<file path="src/rtl/pn_burst_ctrl_pkg.sv">
`default_nettype none
// ============================================================================
// pn_ctrl_pkg : shared types, LFSR geometry and next-state helper
// Rev 1.0
// ============================================================================
package pn_ctrl_pkg;

  localparam int                LFSR_W    = 3;
  localparam logic [LFSR_W-1:0] DEF_SEED  = 3'b001;
  localparam int                TAP_HI    = 2;
  localparam int                TAP_LO    = 1;

  localparam int                CHIP_W    = 3;
  localparam logic [CHIP_W-1:0] CHIP_LAST = 3'd6;

  typedef enum logic [1:0] {
    S_IDLE = 2'd0,
    S_LOAD = 2'd1,
    S_RUN  = 2'd2,
    S_DONE = 2'd3
  } state_t;

  // Shift left, feed the tap XOR into the LSB: maximal-length, period 7.
  function automatic logic [LFSR_W-1:0] lfsr_next(input logic [LFSR_W-1:0] q);
    return {q[LFSR_W-2:0], q[TAP_HI] ^ q[TAP_LO]};
  endfunction

endpackage
`default_nettype wire

</file>
<file path="src/rtl/pn_burst_ctrl_if.sv">
`default_nettype none
// ============================================================================
// pn_burst_ctrl_if : control, configuration and chip-stream signals
// Rev 1.0
// ============================================================================
interface pn_burst_ctrl_if
  import pn_ctrl_pkg::*;
#(
  parameter int CNT_W = 8
) ();

  logic              start;
  logic              stop;
  logic [LFSR_W-1:0] cfg_seed;
  logic [CNT_W-1:0]  num_periods;
  logic              chip_out;
  logic              chip_valid;
  logic              chip_ready;
  logic              chip_last;
  logic              busy;
  logic              done;
  logic              aborted;
  logic              cfg_err;

  modport master (
    output start, stop, cfg_seed, num_periods, chip_ready,
    input  chip_out, chip_valid, chip_last, busy, done, aborted, cfg_err
  );

  modport slave (
    input  start, stop, cfg_seed, num_periods, chip_ready,
    output chip_out, chip_valid, chip_last, busy, done, aborted, cfg_err
  );

endinterface
`default_nettype wire

</file>
<file path="src/rtl/pn_burst_ctrl_lfsr.sv">
`default_nettype none
// ============================================================================
// pn_lfsr : 3-bit maximal-length Fibonacci LFSR with load and advance
// Rev 1.0
// ============================================================================
module pn_lfsr
#(
  parameter logic [pn_ctrl_pkg::LFSR_W-1:0] DEF_SEED = pn_ctrl_pkg::DEF_SEED
) (
  input  logic                             clk,
  input  logic                             rst,
  input  logic                             load,
  input  logic [pn_ctrl_pkg::LFSR_W-1:0]   seed,
  input  logic                             adv,
  output logic [pn_ctrl_pkg::LFSR_W-1:0]   q
);
  import pn_ctrl_pkg::*;

  always_ff @(posedge clk) begin
    if (rst) begin
      q <= DEF_SEED;
    end else if (load) begin
      q <= seed;
    end else if (adv) begin
      q <= lfsr_next(q);
    end
  end

endmodule
`default_nettype wire

</file>
<file path="src/rtl/pn_burst_ctrl.sv">
`default_nettype none
// ============================================================================
// pn_burst_ctrl : bursts of 7-chip PN periods over a valid/ready stream
// Rev 1.0
// ============================================================================
module pn_burst_ctrl
#(
  parameter int                             CNT_W    = 8,
  parameter logic [pn_ctrl_pkg::LFSR_W-1:0] DEF_SEED = pn_ctrl_pkg::DEF_SEED
) (
  input  logic             clk,
  input  logic             rst,
  pn_burst_ctrl_if.slave   bus
);
  import pn_ctrl_pkg::*;

  state_t             state;
  state_t             next_state;

  logic [LFSR_W-1:0]  seed_q;
  logic [LFSR_W-1:0]  lfsr_q;
  logic [CNT_W-1:0]   num_q;
  logic [CNT_W-1:0]   per_cnt;
  logic [CHIP_W-1:0]  chip_cnt;
  logic               stop_pend;

  logic               done_q;
  logic               aborted_q;
  logic               cfg_err_q;

  logic               cfg_ok;
  logic               handshake;
  logic               end_hs;
  logic               abort_hs;

  logic               busy_c;
  logic               valid_c;
  logic               last_c;
  logic               lfsr_load;
  logic               lfsr_adv;

  assign cfg_ok    = (bus.cfg_seed != '0) && (bus.num_periods != '0);
  assign handshake = valid_c && bus.chip_ready;
  // A stop arriving with the handshake itself still makes that chip the final one.
  assign end_hs    = handshake && (last_c || stop_pend || bus.stop);
  assign abort_hs  = handshake && !last_c && (stop_pend || bus.stop);

  always_ff @(posedge clk) begin
    if (rst) begin
      state <= S_IDLE;
    end else begin
      state <= next_state;
    end
  end

  always_comb begin
    next_state = state;
    case (state)
      S_IDLE:  if (bus.start && cfg_ok) next_state = S_LOAD;
      S_LOAD:  next_state = S_RUN;
      S_RUN:   if (end_hs) next_state = S_DONE;
      S_DONE:  next_state = S_IDLE;
      default: next_state = S_IDLE;
    endcase
  end

  always_comb begin
    busy_c    = (state != S_IDLE);
    valid_c   = (state == S_RUN);
    last_c    = valid_c && (chip_cnt == CHIP_LAST) &&
                (per_cnt == num_q - CNT_W'(1)) && !stop_pend;
    lfsr_load = (state == S_LOAD);
    lfsr_adv  = valid_c && bus.chip_ready;
  end

  always_ff @(posedge clk) begin
    if (rst) begin
      seed_q    <= '0;
      num_q     <= '0;
      chip_cnt  <= '0;
      per_cnt   <= '0;
      stop_pend <= 1'b0;
    end else begin
      if ((state == S_IDLE) && bus.start && cfg_ok) begin
        seed_q <= bus.cfg_seed;
        num_q  <= bus.num_periods;
      end

      if (state == S_LOAD) begin
        chip_cnt <= '0;
        per_cnt  <= '0;
      end else if (handshake) begin
        if (chip_cnt == CHIP_LAST) begin
          chip_cnt <= '0;
          per_cnt  <= per_cnt + CNT_W'(1);
        end else begin
          chip_cnt <= chip_cnt + CHIP_W'(1);
        end
      end

      if (((state == S_LOAD) || (state == S_RUN)) && bus.stop && !end_hs) begin
        stop_pend <= 1'b1;
      end else if ((state == S_IDLE) || (state == S_DONE)) begin
        stop_pend <= 1'b0;
      end
    end
  end

  // Status pulses are registered so they line up with the DONE state / the cycle after a rejected start.
  always_ff @(posedge clk) begin
    if (rst) begin
      done_q    <= 1'b0;
      aborted_q <= 1'b0;
      cfg_err_q <= 1'b0;
    end else begin
      done_q    <= (state == S_RUN) && end_hs;
      aborted_q <= (state == S_RUN) && abort_hs;
      cfg_err_q <= (state == S_IDLE) && bus.start && !cfg_ok;
    end
  end

  pn_lfsr #(
    .DEF_SEED (DEF_SEED)
  ) u_lfsr (
    .clk  (clk),
    .rst  (rst),
    .load (lfsr_load),
    .seed (seed_q),
    .adv  (lfsr_adv),
    .q    (lfsr_q)
  );

  assign bus.chip_out   = lfsr_q[LFSR_W-1];
  assign bus.chip_valid = valid_c;
  assign bus.chip_last  = last_c;
  assign bus.busy       = busy_c;
  assign bus.done       = done_q;
  assign bus.aborted    = aborted_q;
  assign bus.cfg_err    = cfg_err_q;

endmodule
`default_nettype wire

</file>
<file path="src/flat_wrapper.sv">
// flat-port wrapper written by rule: the top's interface ports become plain ports
module pn_burst_ctrl_flat import pn_ctrl_pkg::*;
#(
  parameter int                             CNT_W    = 8,
  parameter logic [pn_ctrl_pkg::LFSR_W-1:0] DEF_SEED = pn_ctrl_pkg::DEF_SEED
)
  (clk, rst, bus_start, bus_stop, bus_cfg_seed, bus_num_periods, bus_chip_ready, bus_chip_out, bus_chip_valid, bus_chip_last, bus_busy, bus_done, bus_aborted, bus_cfg_err);
  pn_burst_ctrl_if #(.CNT_W(CNT_W)) bus_i ();
  input  logic clk;
  input  logic rst;
  input wire logic [$bits(bus_i.start)-1:0] bus_start;
  input wire logic [$bits(bus_i.stop)-1:0] bus_stop;
  input wire logic [$bits(bus_i.cfg_seed)-1:0] bus_cfg_seed;
  input wire logic [$bits(bus_i.num_periods)-1:0] bus_num_periods;
  input wire logic [$bits(bus_i.chip_ready)-1:0] bus_chip_ready;
  output wire logic [$bits(bus_i.chip_out)-1:0] bus_chip_out;
  output wire logic [$bits(bus_i.chip_valid)-1:0] bus_chip_valid;
  output wire logic [$bits(bus_i.chip_last)-1:0] bus_chip_last;
  output wire logic [$bits(bus_i.busy)-1:0] bus_busy;
  output wire logic [$bits(bus_i.done)-1:0] bus_done;
  output wire logic [$bits(bus_i.aborted)-1:0] bus_aborted;
  output wire logic [$bits(bus_i.cfg_err)-1:0] bus_cfg_err;
  assign bus_i.start = bus_start;
  assign bus_i.stop = bus_stop;
  assign bus_i.cfg_seed = bus_cfg_seed;
  assign bus_i.num_periods = bus_num_periods;
  assign bus_i.chip_ready = bus_chip_ready;
  assign bus_chip_out = bus_i.chip_out;
  assign bus_chip_valid = bus_i.chip_valid;
  assign bus_chip_last = bus_i.chip_last;
  assign bus_busy = bus_i.busy;
  assign bus_done = bus_i.done;
  assign bus_aborted = bus_i.aborted;
  assign bus_cfg_err = bus_i.cfg_err;
  pn_burst_ctrl #(.CNT_W(CNT_W), .DEF_SEED(DEF_SEED)) u_core (.clk(clk), .rst(rst), .bus(bus_i));
endmodule
</file>
<file path="config.mk">
export PLATFORM = sky130hd
export DESIGN_NAME = pn_burst_ctrl_flat
export DESIGN_NICKNAME = d
export VERILOG_FILES = /design/src/rtl/pn_burst_ctrl_pkg.sv /design/src/rtl/pn_burst_ctrl_if.sv /design/src/rtl/pn_burst_ctrl_lfsr.sv /design/src/rtl/pn_burst_ctrl.sv /design/src/flat_wrapper.sv
export SDC_FILE = /design/constraint.sdc
export NUM_CORES = 1
export LEC_CHECK = 0
export CORE_AREA = 2 2 46 91
export CTS_CLUSTER_SIZE = 12
export DETAILED_ROUTE_END_ITERATION = 8
export DIE_AREA = 0 0 48 93
export GPL_ROUTABILITY_DRIVEN = 0
export GPL_TIMING_DRIVEN = 1
export PLACE_DENSITY = 0.77
export SYNTH_ARGS = -nofsm -noshare
export SYNTH_HDL_FRONTEND = slang
export SYNTH_HIERARCHICAL = 1
export SYNTH_SLANG_ARGS = --single-unit
</file>
<file path="constraint.sdc">
create_clock -name clk -period 2.6 [get_ports clk]
set_input_delay 0.39 -clock clk [delete_from_list [all_inputs] [get_ports clk]]
set_output_delay 0.39 -clock clk [all_outputs]
set_load 0.1 [all_outputs]
</file>
Fig. 1: the clock network
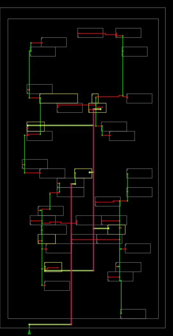
Num Clock Sinks: 31
Num CTS Buffers: 5

==> impl_metrics.yaml <==
# synthesis and place-and-route metrics
die:
  die_area_mm2: 0.00446
  initCoreUtil: 0.430
job:
  maxCapViolations: 0
route:
  met3_wirelength_um: 103
  dr.pass1.iters: 4
setup_path:
  crit_required_ns: 2.21
  cp.arrival_ns: 2.11
yosys:
  mux_area_frac: 0.112
  synth-edff-count: 0
cells_and_area:
  num-nets-final: 238
  n_all_inverters: 9
  n_clock_buffer: 6
  drive_gt1_frac: 0.152
  final_util: 0.548
status:
  outcome: "finished clean"
power:
  clkPwrFrac: 0.287
  pg_comb_w: 0.000607
final_timing:
  setup_viol: 0
  hold_slack_ns: 0.487
  rsz0062_at_grt: "false"
  fmax_mhz: 400
grt:
  grt_use_total: 0.191
  grt_use_met3: 0.0405
  met1_usage: 0.158
placed_design:
  dp_cells: 258
clocking:
  htreeDepth: 2
  cts_tree: "done"
Fig. 2: signal wires by layer
Drawn at 4 px/um.
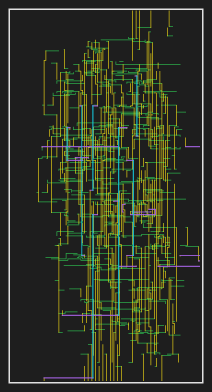
layer	color	wire length
met1	green	1210 um
met3	purple	104 um
met4	cyan	193 um
met2	yellow	2070 um

[registers in the layout, summed over array words and instances (netlist names)]
name	flops
u_core/num_q	8
u_core/per_cnt	8
u_core/chip_cnt	3
u_core/seed_q	3
u_core/u_lfsr/q	3
u_core/state	2
u_core/bus.aborted	1
u_core/bus.cfg_err	1
u_core/bus.done	1
u_core/stop_pend	1
[worst reg2reg max path, delay by kind of cell, from the launching register on]
| family | cells | cell delay, ns |
|---|---|---|
| adders and majority gates | 1 | 0.23 |
| and+or+nand+nor | 2 | 0.62 |
| DFF | 1 | 0.33 |
| AOI/OAI and AO/OA | 2 | 0.33 |
| buffers and inverters | 2 | 0.22 |
| muxes | 1 | 0.20 |
| xor gates and xnor gates | 1 | 0.12 |
No activity file was given, so power comes from the tool's default toggle rates.
